<file path="config.mk">
export PLATFORM = sky130hd
export DESIGN_NAME = bcd_ndigit_seq
export DESIGN_NICKNAME = d
export VERILOG_FILES = /design/src/rtl/bcd_ndigit_seq.sv
export SDC_FILE = /design/constraint.sdc
export NUM_CORES = 1
export LEC_CHECK = 0
export CAP_MARGIN = 20
export CORE_MARGIN = 4
export CORE_UTILIZATION = 40
export DETAILED_ROUTE_END_ITERATION = 10
export GPL_ROUTABILITY_DRIVEN = 0
export SLEW_MARGIN = 20
export SYNTH_ARGS = -nofsm -noshare
export SYNTH_HDL_FRONTEND = slang
export SYNTH_SLANG_ARGS = --single-unit
export TNS_END_PERCENT = 10
</file>
<file path="constraint.sdc">
create_clock -name clk -period 2.35 [get_ports clk]
set_input_delay 0.235 -clock clk [delete_from_list [all_inputs] [get_ports clk]]
set_output_delay 0.235 -clock clk [all_outputs]
set_load 0.01 [all_outputs]
</file>
<file path="src/rtl/bcd_ndigit_seq.sv">
// Sequential shift-and-add-3 binary-to-BCD converter with start/busy/done handshake and overflow saturation.
// Optional leading-zero blanking output is enabled by defining BCD_BLANK_EN.
module bcd_ndigit_seq #(
    parameter int WIDTH  = 14,
    parameter int DIGITS = 4
) (
    input  logic                  clk,
    input  logic                  rst,
    input  logic                  start,
    input  logic [WIDTH-1:0]      value,
    output logic                  busy,
    output logic                  done,
    output logic                  ovf,
`ifdef BCD_BLANK_EN
    output logic [DIGITS-1:0]     blank,
`endif
    output logic [4*DIGITS-1:0]   bcd
);
    localparam int CW = $clog2(WIDTH + 1);
    localparam int AW = 4 * DIGITS;

    function automatic logic [63:0] pow10_m1(input int n);
        logic [63:0] p;
        p = 64'd1;
        for (int i = 0; i < n; i++) p = p * 64'd10;
        return p - 64'd1;
    endfunction

    localparam logic [63:0] MAXV = pow10_m1(DIGITS);

    localparam logic [1:0] S_IDLE  = 2'd0;
    localparam logic [1:0] S_SHIFT = 2'd1;
    localparam logic [1:0] S_DONE  = 2'd2;

    logic [1:0]       state_q, state_d;
    logic [CW-1:0]    cnt_q, cnt_d;
    logic [WIDTH-1:0] sh_q, sh_d;
    logic [WIDTH-1:0] val_q, val_d;
    logic [AW-1:0]    acc_q, acc_d;
    logic [AW-1:0]    bcd_q, bcd_d;
    logic             ovf_q, ovf_d;
    logic             done_q, done_d;
    logic [AW-1:0]    acc_adj;
    logic             is_ovf;

    // Every digit >= 5 gets +3 before the shift so it carries correctly into the next digit.
    always_comb begin
        acc_adj = acc_q;
        for (int k = 0; k < DIGITS; k++) begin
            if (acc_q[4*k +: 4] >= 4'd5) acc_adj[4*k +: 4] = acc_q[4*k +: 4] + 4'd3;
        end
    end

    assign is_ovf = (64'(val_q) > MAXV);

`ifdef BCD_BLANK_EN
    logic [DIGITS-1:0] blank_q, blank_d, blank_nx;
    logic [DIGITS:0]   hz;

    always_comb begin
        hz          = '0;
        hz[DIGITS]  = 1'b1;
        for (int k = DIGITS - 1; k >= 0; k--) hz[k] = hz[k+1] && (acc_q[4*k +: 4] == 4'd0);
        blank_nx    = '0;
        for (int k = 1; k < DIGITS; k++) blank_nx[k] = hz[k];
    end
`endif

    always_comb begin
        state_d = state_q;
        cnt_d   = cnt_q;
        sh_d    = sh_q;
        val_d   = val_q;
        acc_d   = acc_q;
        bcd_d   = bcd_q;
        ovf_d   = ovf_q;
        done_d  = 1'b0;
`ifdef BCD_BLANK_EN
        blank_d = blank_q;
`endif
        case (state_q)
            S_IDLE: begin
                if (start) begin
                    sh_d    = value;
                    val_d   = value;
                    acc_d   = '0;
                    cnt_d   = CW'(WIDTH);
                    state_d = S_SHIFT;
                end
            end
            S_SHIFT: begin
                acc_d = {acc_adj[AW-2:0], sh_q[WIDTH-1]};
                sh_d  = sh_q << 1;
                cnt_d = cnt_q - 1'b1;
                if (cnt_q == CW'(1)) state_d = S_DONE;
            end
            S_DONE: begin
                ovf_d   = is_ovf;
                bcd_d   = is_ovf ? {DIGITS{4'h9}} : acc_q;
                done_d  = 1'b1;
`ifdef BCD_BLANK_EN
                blank_d = is_ovf ? '0 : blank_nx;
`endif
                state_d = S_IDLE;
            end
            default: state_d = S_IDLE;
        endcase
    end

    always_ff @(posedge clk or posedge rst) begin
        if (rst) begin
            state_q <= S_IDLE;
            cnt_q   <= '0;
            sh_q    <= '0;
            val_q   <= '0;
            acc_q   <= '0;
            bcd_q   <= '0;
            ovf_q   <= 1'b0;
            done_q  <= 1'b0;
`ifdef BCD_BLANK_EN
            blank_q <= '0;
`endif
        end else begin
            state_q <= state_d;
            cnt_q   <= cnt_d;
            sh_q    <= sh_d;
            val_q   <= val_d;
            acc_q   <= acc_d;
            bcd_q   <= bcd_d;
            ovf_q   <= ovf_d;
            done_q  <= done_d;
`ifdef BCD_BLANK_EN
            blank_q <= blank_d;
`endif
        end
    end

    assign busy = (state_q == S_SHIFT) || (state_q == S_DONE);
    assign done = done_q;
    assign ovf  = ovf_q;
    assign bcd  = bcd_q;
`ifdef BCD_BLANK_EN
    assign blank = blank_q;
`endif
endmodule
</file>
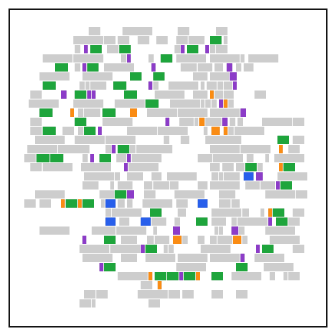
Fig. 1. Logic cells by family.
Key: nand cells = purple [cells 34, most used nand2_1]; mux cells = green [cells 43, most used mux2i_1, where widely spread]; nor cells = orange [cells 17, most used nor2_1]; xor and xnor cells = blue [cells 5, most used xnor2_1]

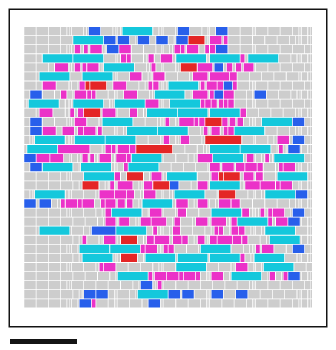
Fig. 2. Placement by cell class.
The bar under the picture is 20 um long. Fill, decap, tap and diode cells in grey.
Key: sequential cells = cyan [cells 64]; clock drivers and dummy loads = red [cells 16]; remaining buffers and delay cells = blue [cells 40]; combinational and other logic = magenta [cells 188]
placement row count: 31
total non-filler cell area in the finished layout: 3701 um2
end-of-flow core utilization: 50.75%
core box area: 7292 um2

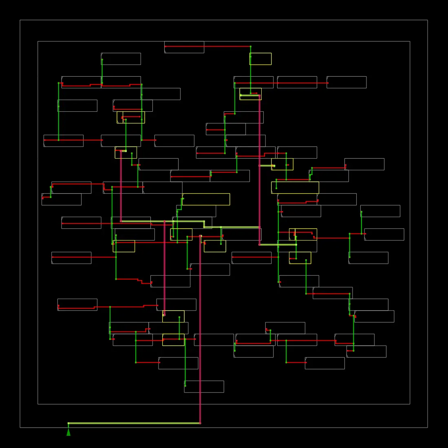
Fig. 3. The clock network.
clock distribution power: 1090 uW
clock tree buffer count of the final layout: 14
clock sink count: 64
clock latency on the worst-skew pair: 0.33 ns
skew final: 0.003711 ns

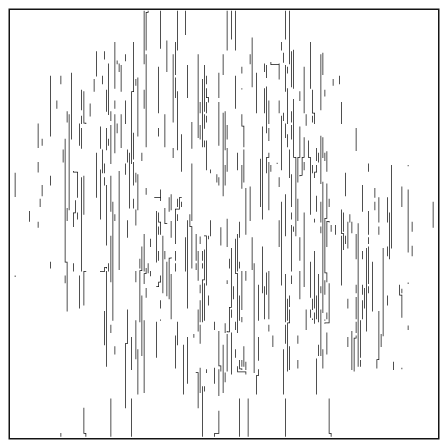
Fig. 4. M2 wires.
271 nets have wire on it. The wires run mostly vertical. The longest straight run is 31.6 um. The layer holds 46% of the routed length. The layer carries 2,600 um of wire.
routed vias: 2,031
total routed wirelength: 5.697 mm
met2 track utilization from global routing: 20.90%

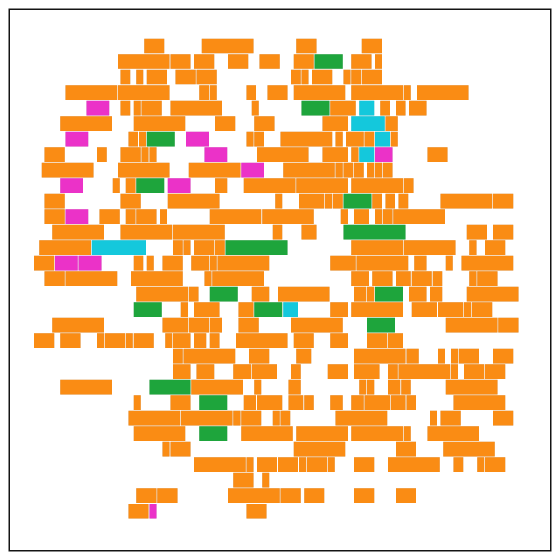
Fig. 5. Drive-strength map.
Key: _6 and larger = green [cells 15, share 4.9%]; _3 and _4 cells = cyan [cells 6, share 1.9%]; _2 cells = magenta [cells 12, share 3.9%]; _0 and _1 cells = orange [cells 275, share 89%]
worst setup margin: 0.3536 ns
Layout area overhead: 23.04%

==> summary.log <==
[power_and_ir_drop] worst voltage drop across the vdd grid 0.0004089 V
[sta] number of max-slew violations in the final report 0
[power_and_ir_drop] register share of total power 40.2%
[finish] Inserted Diodes 0
[synth] adder share 5.408%
[placed_design] Post-Place Worst Slack 0.2949 ns
[finish] flip-flop and latch count 64
[clock_tree] post-cts resize count 0
[sta] actual slew at the worst max-slew pin 0.6965 ns
[finish] multi-input logic portion of the cell area 34.65%
[clock_tree] quantity of hold-fixing buffers added after cts 0
[finish] data-path buffer share of cell area in the final layout 10.82%
[power_and_ir_drop] combinational fraction of design power 35.4%
[detailed_routing] router iterations before antenna repair 4
[synth] fraction of registers with async set/reset 100.0%
[sta] unrepaired setup endpoints after global routing false
[sta] sum of negative setup slack 0 ns
[synth] library cells used by synthesis 31
[synth] chip area from the yosys synthesis statistics 3008 um2
[power_and_ir_drop] Lkg Pwr 0.001669 uW
[setup_path] number of logic stages on the critical path including buffering 6
[setup_path] crit-path cells inv_1 > ha_1 > nand2b_1 > nand2_1 > o31ai_1 > a32o_1
[die] Chip Footprint 8971 um2
[die] Vert. Die Dim 94.72 um
[clock_tree] maximum clock path buffer count 2
[detailed_routing] Post-DRT Antenna Nets 0
[sta] Hold Fails Final Rpt 0
[global_route] met3 Track Usage GR 3.028%
[setup_path] arrival time of data at the critical path endpoint 2.22 ns
[sta] upper clock frequency limit 500.9 MHz
[synth] most frequent cell after synthesis dfrtp_1
[global_route] most heavily used metal layer in global routing met2
[global_route] number of global-route vias before repair 2,034
[finish] commonest cells after routing, fill and taps aside dfrtp_1 (64), clkdlybuf4s50_1 (35), mux2i_1 (33), nand2_1 (25), o21ai_0 (23)
[global_route] All-Layer GR Usage 13.97%
[synth] XOR/XNOR Area Share 1.456%
[setup_path] worst endpoint required time 2.57 ns
[synth] count of mapped cells out of synthesis 264
[sta] fin crit period 1.996 ns
[finish] combined area of the multi-input logic cells 1282 um2
[setup_path] kind of launch point of the worst setup path register
[finish] total area of sequential cells 1602 um2
[finish] non-filler cells, final 407
[sta] max_slew headroom 53.39%
[finish] cell class ranked first by area registers
[finish] highest-count logic cell in the final layout dfrtp_1
[placed_design] post-placement cell area 3461 um2
[synth] simple-gate share of the synthesized area 7.654%
[synth] cell types occupying the most area after synthesis dfrtp_1 (53%), mux2i_1 (11%), ha_1 (5.4%)
[synth] Yosys top cell by area dfrtp_1
[detailed_routing] drt initial violations 67
[clock_tree] TritonCTS clock tree built
[power_and_ir_drop] net switching power 1521 uW
[detailed_routing] DRC violations left 0
[finish] layout cells sized above 1 10.71%
[die] core utilization before placement 41.25%
[synth] Dominant flop cell dfrtp_1
[synth] mean cell area of the mapped netlist 11.39 um2
[finish] flop share of the area 43.27%
[run_status] run status completed
[job] Tool Warnings 33
[die] Die X 94.72 um
[power_and_ir_drop] cell area power density 1207 nW/um2
[setup_path] CP bufs+invs 1
[synth] Post-synth top cells dfrtp_1 (64), mux2i_1 (33), nand2_1 (25)
[setup_path] standard cell with the maximum stage delay on the critical path nand2_1
[synth] largest non-sequential cell family by area multiplexers
[sta] share of the clock period used by the worst path 84.95%
[placed_design] Buffers on Ports 35
[placed_design] instance count after placement with tap cells included 391
[setup_path] R2R depth 6
[synth] Multiplexer share 14.73%
[synth] EDFF count, synth 0
## metal layers
| layer | vias to the layer above | share of wire (%) | routed length (um) |
|---|---|---|---|
| met2 | 27 | 46 | 2599 |
| li1 | 1005 | - | - |
| met1 | 989 | 49 | 2798 |
| met4 | 0 | 2.0 | 116 |
| met3 | 10 | 3.2 | 183 |
| met5 | - | 0 | 0 |
## power by group through the flow
stage	combinational [uW]	clock (uW)	sequential, uW
2_1_floorplan	1180	0	1780
4_1_cts	1600	1120	1800
3_5_place_dp	1600	0	1810
3_3_place_gp	1560	0	1810
6_report	1580	1090	1790
5_1_grt	1790	1170	1860
## registers in the layout (all words and copies together), names as in the netlist
signal   cells
done         1
ovf          1
bcd         16
sh_q        14
val_q       10
cnt_q        4
acc_q       16
state_q      2
Power figures rest on the tool's default switching activity, not on a simulated workload.
